### config.mk
export PLATFORM = sky130hd
export DESIGN_NAME = div_ctrl
export DESIGN_NICKNAME = d
export VERILOG_FILES = /design/src/rtl/div_ctrl_pkg.sv /design/src/rtl/div_ctrl_step.sv /design/src/rtl/div_ctrl.sv
export SDC_FILE = /design/constraint.sdc
export NUM_CORES = 1
export LEC_CHECK = 0
export CORE_AREA = 2 2 262 161
export DETAILED_ROUTE_END_ITERATION = 10
export DIE_AREA = 0 0 264 163
export GPL_ROUTABILITY_DRIVEN = 0
export PLACE_DENSITY_LB_ADDON = 0.12
export SYNTH_ARGS = -nofsm -noshare
export SYNTH_HDL_FRONTEND = slang
export SYNTH_HIERARCHICAL = 1
export SYNTH_SLANG_ARGS = --single-unit
### constraint.sdc
create_clock -name clk -period 6.3 [get_ports clk]
set_input_delay 1.575 -clock clk [delete_from_list [all_inputs] [get_ports clk]]
set_output_delay 1.575 -clock clk [all_outputs]
set_load 0.03 [all_outputs]
### src/rtl/div_ctrl_pkg.sv
// Shared constants and state encoding for the EX-stage divide sequencer.
// Zero-divisor shortcut is selected by the DIV_ZERO_FAST_EN macro.
package div_ctrl_pkg;

    localparam int REG_BUS    = 32;
    localparam int DOUBLE_BUS = 64;

    localparam logic [REG_BUS-1:0] ZERO_WORD = '0;

    localparam logic DIV_START            = 1'b1;
    localparam logic DIV_STOP             = 1'b0;
    localparam logic DIV_RESULT_READY     = 1'b1;
    localparam logic DIV_RESULT_NOT_READY = 1'b0;

    typedef enum logic [1:0] {
        DIV_FREE   = 2'b00,
        DIV_BYZERO = 2'b01,
        DIV_ON     = 2'b10,
        DIV_END    = 2'b11
    } div_state_e;

    function automatic logic [REG_BUS-1:0] neg_if(input logic en, input logic [REG_BUS-1:0] v);
        return en ? (ZERO_WORD - v) : v;
    endfunction

endpackage

### src/rtl/div_ctrl_step.sv
// One restoring-division iteration: shift the next dividend bit into the
// partial remainder and subtract the divisor when it fits.
module div_step
    import div_ctrl_pkg::*;
(
    input  logic [REG_BUS-1:0] r_i,
    input  logic [REG_BUS-1:0] q_i,
    input  logic [REG_BUS-1:0] d_i,
    output logic [REG_BUS-1:0] r_o,
    output logic [REG_BUS-1:0] q_o
);

    logic [REG_BUS:0] t;
    logic [REG_BUS:0] diff;
    logic             ge;

    // Full 33-bit trial keeps divisors above 2^31 correct.
    assign t    = {r_i, q_i[REG_BUS-1]};
    assign diff = t - {1'b0, d_i};
    assign ge   = (t >= {1'b0, d_i});

    assign r_o = ge ? diff[REG_BUS-1:0] : t[REG_BUS-1:0];
    assign q_o = {q_i[REG_BUS-2:0], ge};

endmodule

### src/rtl/div_ctrl.sv
// Multi-cycle 32-step restoring divide sequencer (DIV/DIVU) for EX.
// Define DIV_ZERO_FAST_EN to short-circuit a zero divisor to a 0 result.
module div_ctrl
    import div_ctrl_pkg::*;
(
    input  logic                  clk,
    input  logic                  rst,
    input  logic                  start_i,
    input  logic                  annul_i,
    input  logic                  signed_i,
    input  logic [REG_BUS-1:0]    opdata1_i,
    input  logic [REG_BUS-1:0]    opdata2_i,
    output logic [DOUBLE_BUS-1:0] result_o,
    output logic                  ready_o
);

    div_state_e            state_q, state_d;
    logic [5:0]            cnt_q, cnt_d;
    logic [REG_BUS-1:0]    r_q, r_d, q_q, q_d, d_q, d_d;
    logic                  sq_q, sq_d, sr_q, sr_d;
    logic [DOUBLE_BUS-1:0] result_q, result_d;
    logic                  ready_q, ready_d;

    logic [REG_BUS-1:0]    r_nxt, q_nxt;
    logic [REG_BUS-1:0]    op1_mag, op2_mag;
    logic                  zero_fast;

    div_step u_step (
        .r_i (r_q),
        .q_i (q_q),
        .d_i (d_q),
        .r_o (r_nxt),
        .q_o (q_nxt)
    );

    assign op1_mag = neg_if(signed_i & opdata1_i[REG_BUS-1], opdata1_i);
    assign op2_mag = neg_if(signed_i & opdata2_i[REG_BUS-1], opdata2_i);

`ifdef DIV_ZERO_FAST_EN
    assign zero_fast = (opdata2_i == ZERO_WORD);
`else
    assign zero_fast = 1'b0;
`endif

    always_ff @(posedge clk) begin
        if (rst) begin
            state_q  <= DIV_FREE;
            cnt_q    <= '0;
            r_q      <= '0;
            q_q      <= '0;
            d_q      <= '0;
            sq_q     <= 1'b0;
            sr_q     <= 1'b0;
            result_q <= '0;
            ready_q  <= DIV_RESULT_NOT_READY;
        end else begin
            state_q  <= state_d;
            cnt_q    <= cnt_d;
            r_q      <= r_d;
            q_q      <= q_d;
            d_q      <= d_d;
            sq_q     <= sq_d;
            sr_q     <= sr_d;
            result_q <= result_d;
            ready_q  <= ready_d;
        end
    end

    always_comb begin
        state_d  = state_q;
        cnt_d    = cnt_q;
        r_d      = r_q;
        q_d      = q_q;
        d_d      = d_q;
        sq_d     = sq_q;
        sr_d     = sr_q;
        result_d = result_q;
        ready_d  = ready_q;
        case (state_q)
            DIV_FREE: begin
                result_d = '0;
                ready_d  = DIV_RESULT_NOT_READY;
                // Flush wins over a new request.
                if (start_i == DIV_START && !annul_i) begin
                    r_d     = ZERO_WORD;
                    q_d     = op1_mag;
                    d_d     = op2_mag;
                    cnt_d   = '0;
                    sq_d    = signed_i & (opdata1_i[REG_BUS-1] ^ opdata2_i[REG_BUS-1]);
                    sr_d    = signed_i & opdata1_i[REG_BUS-1];
                    state_d = zero_fast ? DIV_BYZERO : DIV_ON;
                end
            end
            DIV_BYZERO: begin
                if (annul_i || start_i == DIV_STOP) begin
                    state_d = DIV_FREE;
                end else begin
                    state_d  = DIV_END;
                    result_d = '0;
                    ready_d  = DIV_RESULT_READY;
                end
            end
            DIV_ON: begin
                if (annul_i || start_i == DIV_STOP) begin
                    state_d = DIV_FREE;
                end else begin
                    r_d   = r_nxt;
                    q_d   = q_nxt;
                    cnt_d = cnt_q + 6'd1;
                    if (cnt_q == 6'd31) begin
                        state_d  = DIV_END;
                        result_d = {neg_if(sr_q, r_nxt), neg_if(sq_q, q_nxt)};
                        ready_d  = DIV_RESULT_READY;
                    end
                end
            end
            DIV_END: begin
                if (annul_i || start_i == DIV_STOP) begin
                    state_d  = DIV_FREE;
                    result_d = '0;
                    ready_d  = DIV_RESULT_NOT_READY;
                end
            end
            default: state_d = DIV_FREE;
        endcase
    end

    assign result_o = result_q;
    assign ready_o  = ready_q;

endmodule

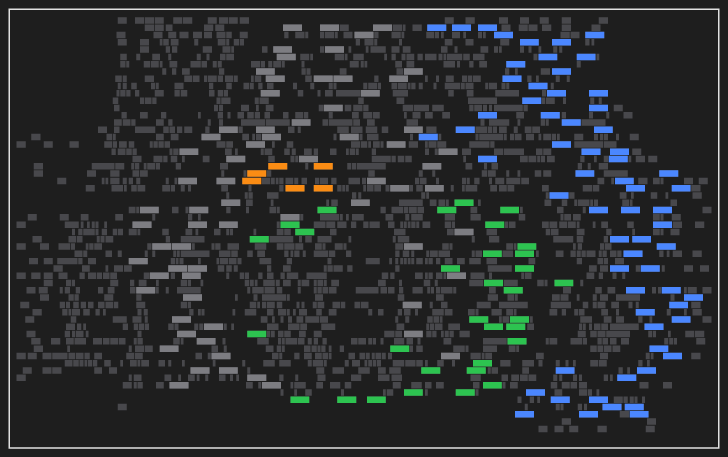
Fig. 1. Sequential cells grouped by signal name.
Other sequential cells in the stronger grey, the rest of the logic in the fainter grey.
legend:
  result_o:
    colour: blue
    placed_flops: 64
    where: a vertical strip on the right
  r_q:
    colour: green
    placed_flops: 32
  cnt_q:
    colour: orange
    placed_flops: 6
not coloured: 69
share of the core filled with cells in the final layout: 34.8%
power drawn by the sequential cells: 1.18 mW
area occupied by registers: 3420 um^2
share of cell area taken by flip-flops and latches: 24.0%

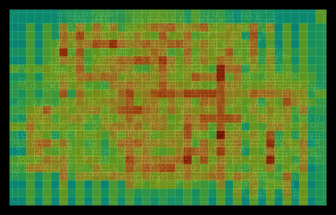
Fig. 2. Congestion heat map.
Overall Global Routing Usage: 19.2%
layer with the highest usage after global routing: met1

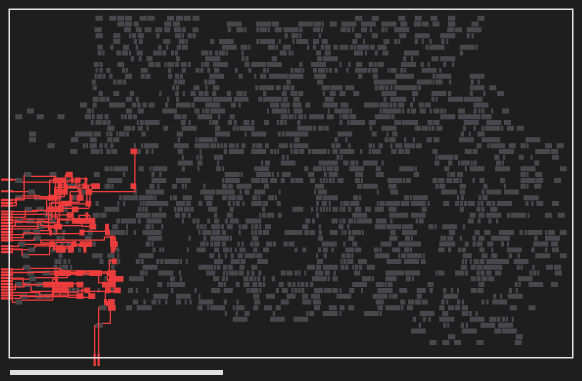
Fig. 3. Wires at chosen ports, followed through buffers.
Scale bar: 100 um.
legend:
  opdata2_i:
    colour: red
    bits: 32
    direction: input
    edge: 30 west, 2 south
    end_cells: 79
    buffers: 32
    wire: 1470 um
buffers added on ports: 133
I/O pin count: 134

==> metrics.log <==
[flow] summary of implementation run
[metrics] Comb power frac: 30.5%
[metrics] H-Tree Level Count: 4
[metrics] top cells by area: dfxtp_1, xor2_1, nor2_1
[metrics] total overflow reported by the global router: 0
[metrics] clock-pin slew of the registers on the worst-case setup and hold paths: 70 ps
[metrics] fraction of final layout cells sized beyond drive strength 1: 8.65%
[metrics] vertical extent of the die: 163 um
[metrics] power spent charging and discharging nets: 1.23 mW
[metrics] Top non-seq family: AND-OR/OR-AND gates
[metrics] remaining max-slew budget at the tightest pin: 35.2%
[metrics] area share of and-or/or-and cells after synthesis: 23.8%
[metrics] count of warning messages emitted by the tools: 29
[metrics] post-cts gate resize count: 0
[metrics] Commonest cells post-synth: dfxtp_1, nor2_1, nand2_1, o21ai_0, a21oi_1
[metrics] sum of buffers and inverters on the critical path: 2
[metrics] Synth top area share: 28.5%
[metrics] leakage power: 5.16 nW
[metrics] instance tally after logic synthesis: 1502
[metrics] leading register cell type out of synthesis: dfxtp_1
[metrics] setup skew after layout: 11.4 ps
[metrics] worst hold path startpoint: result_o[22]
[metrics] number of iterations in the first detailed-routing pass: 5
[metrics] R2R cell count: 16
[metrics] critical path fanouts, max: 32
[metrics] WL per Instance: 19.7 um
[metrics] CP Launch Type: register
[metrics] top achievable clock speed: 202 MHz
[metrics] min-delay worst type: reg -> reg
[metrics] Worst VDD drop: 0.204 mV
[metrics] number of stages on the worst hold path: 2
[metrics] Antenna Cells: 0
[metrics] worst hold slack: 448 ps
[metrics] Routed WL: 41.4 mm
[metrics] combinational cell area excluding buffers and inverters: 7730 um^2
[metrics] Post-layout nets: approximately 1.7k
[metrics] relative contribution of the clock network to total power: a little over a third
[metrics] antenna violations before repair: 0
[metrics] CP top delay family: simple AND/OR/NAND/NOR gates
[metrics] share of power burned in registers: roughly 33%
[metrics] most frequent logic cell in the layout: dfxtp_1
[metrics] number of max-capacitance violations reported: 0
[metrics] crit path setup slack, layout: 1360 ps
[metrics] power density of the placed cells: roughly 250 nW/um^2
[metrics] final critical delay including setup and external delays: 4940 ps
[metrics] critical path launch point: d_q[10]
[metrics] routed vias: 11.0k
[metrics] count of final max-slew check failures: 0
[metrics] cell type contributing the most total cell area after synthesis: dfxtp_1
[metrics] Data required, critical path: roughly 6600 ps
[metrics] fraction of the mapped netlist area in adder cells: 4.43%
[metrics] chip area: 43000 um^2
[metrics] Worst R2R Start: d_q[10]
[metrics] number of global-route vias before repair: 9989
[metrics] Synthesized Nets: 1613
[metrics] DRC violation count after routing: 0
[metrics] mean instance size in the synthesized netlist: 8.00 um^2
[metrics] aggregate negative setup slack: 0 ps
[metrics] logic depth of the worst setup path including buffers: 16
[metrics] most frequent cell after synthesis: dfxtp_1
[metrics] setup violation total in the final timing report: 0
[metrics] cells traversed along the worst timing path: inv_1 -> ha_1 -> nand4_1 -> nor3_1 -> o211ai_1 -> nor4b_4 -> o21ai_2 -> a31oi_4 -> o21a_4 -> inv_2 -> mux2_2 -> nor4_2 -> nand3_1 -> o41ai_1 -> xor2_1 -> o21ai_0
[metrics] unique cell type count in the Yosys netlist: roughly 87
[metrics] multiplexer share of the synthesized area: 4.33%
[metrics] internal cell power: 2.31 mW
[metrics] count of library flops with an enable pin: 0
[metrics] number of cells in the yosys synthesis report: 1502
[metrics] yosys synthesis chip area: 12000 um^2
[metrics] outcome: completed
[metrics] Post-DP HPWL: 32.1 mm
[metrics] classification of the worst setup path: reg -> reg
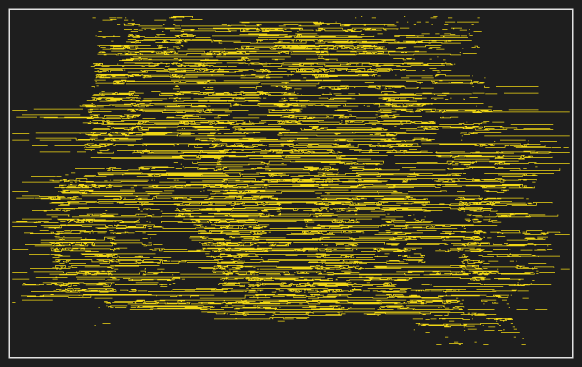
Fig. 4. M1 wires.
nets with wire on the layer: 1554
longest straight run: 117 um

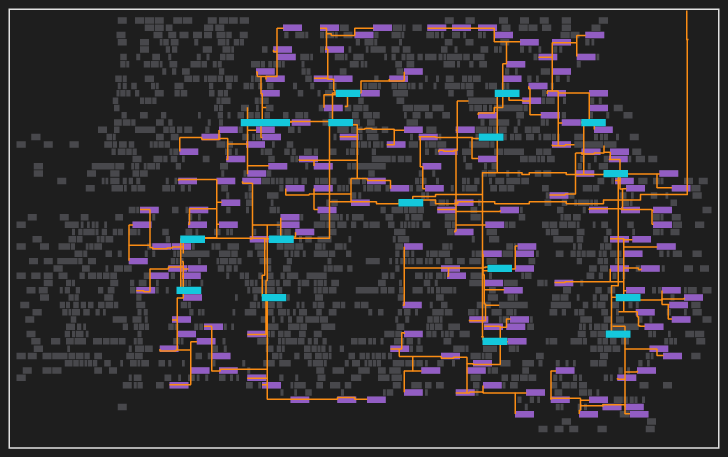
Fig. 5. Clock distribution.
legend:
  cells driving clock nets:
    colour: cyan
    count: 17
  clock wires:
    colour: orange
    length: 2570 um
  flip-flops:
    colour: purple
    count: 171
flops lie: widely spread
routed clock nets: 18

-- power by group through the flow --
stage / sequential (mW) / combinational [mW] / clock [mW]
2_1_floorplan: 1.16 / 0.786 / 0
4_1_cts: 1.17 / 1.07 / 1.31
3_5_place_dp: 1.20 / 1.06 / 0
3_3_place_gp: 1.20 / 1.06 / 0
6_report: 1.18 / 1.08 / 1.28
5_1_grt: 1.18 / 1.18 / 1.35
-- cell type report --
cell class                      count  area share [%]
Multi-Input combinational cell   1138            54.3
Tap cell                          540            4.74
Clock buffer                       19            3.11
Timing Repair Buffer              147            10.1
Sequential cell                   171            24.0
Inverter                           73            1.92
Clock inverter                     13            1.83
-- registers in the layout, indices dropped and copies added (netlist names) --
name and cells:
sq_q 1, sr_q 1, state_q 2, r_q 32, result_o 64, q_q 32
d_q 32, ready_o 1, cnt_q 6
-- metal layers --
layer | routed length [um] | track usage, % | part of all wire, % | up-vias
li1 | - | - | - | 5515
met1 | 24800 | 33.8 | 60 | 5197
met2 | 13400 | 21.0 | 32 | 305
met3 | 2860 | 4.60 | 6.9 | 18
met4 | 261 | 3.59 | 0.63 | 0
met5 | 0 | 0 | 0 | -
-- metrics by stage --
step / cell area, um^2 / cells / util [%]
2_1_floorplan: 12000 / 1502 / -
4_1_cts: 14200 / 2101 / 34.8
6_report: 14200 / 2101 / 34.8
3_3_place_gp: 13500 / 2069 / 33.1
5_1_grt: 14200 / 2101 / 34.8
3_5_place_dp: 13500 / 2069 / 33.1
-- worst reg2reg max path, stage by stage (launching register included) --
cell      delay (ps)
dfxtp_1          330
inv_1             50
ha_1             380
nand4_1          220
nor3_1           350
o211ai_1         170
nor4b_4          170
o21ai_2          180
a31oi_4          130
o21a_4           270
inv_2            580
mux2_2           490
nor4_2           480
nand3_1          230
o41ai_1          480
xor2_1           200
o21ai_0           80
Power figures rest on the tool's default switching activity, not on a simulated workload.
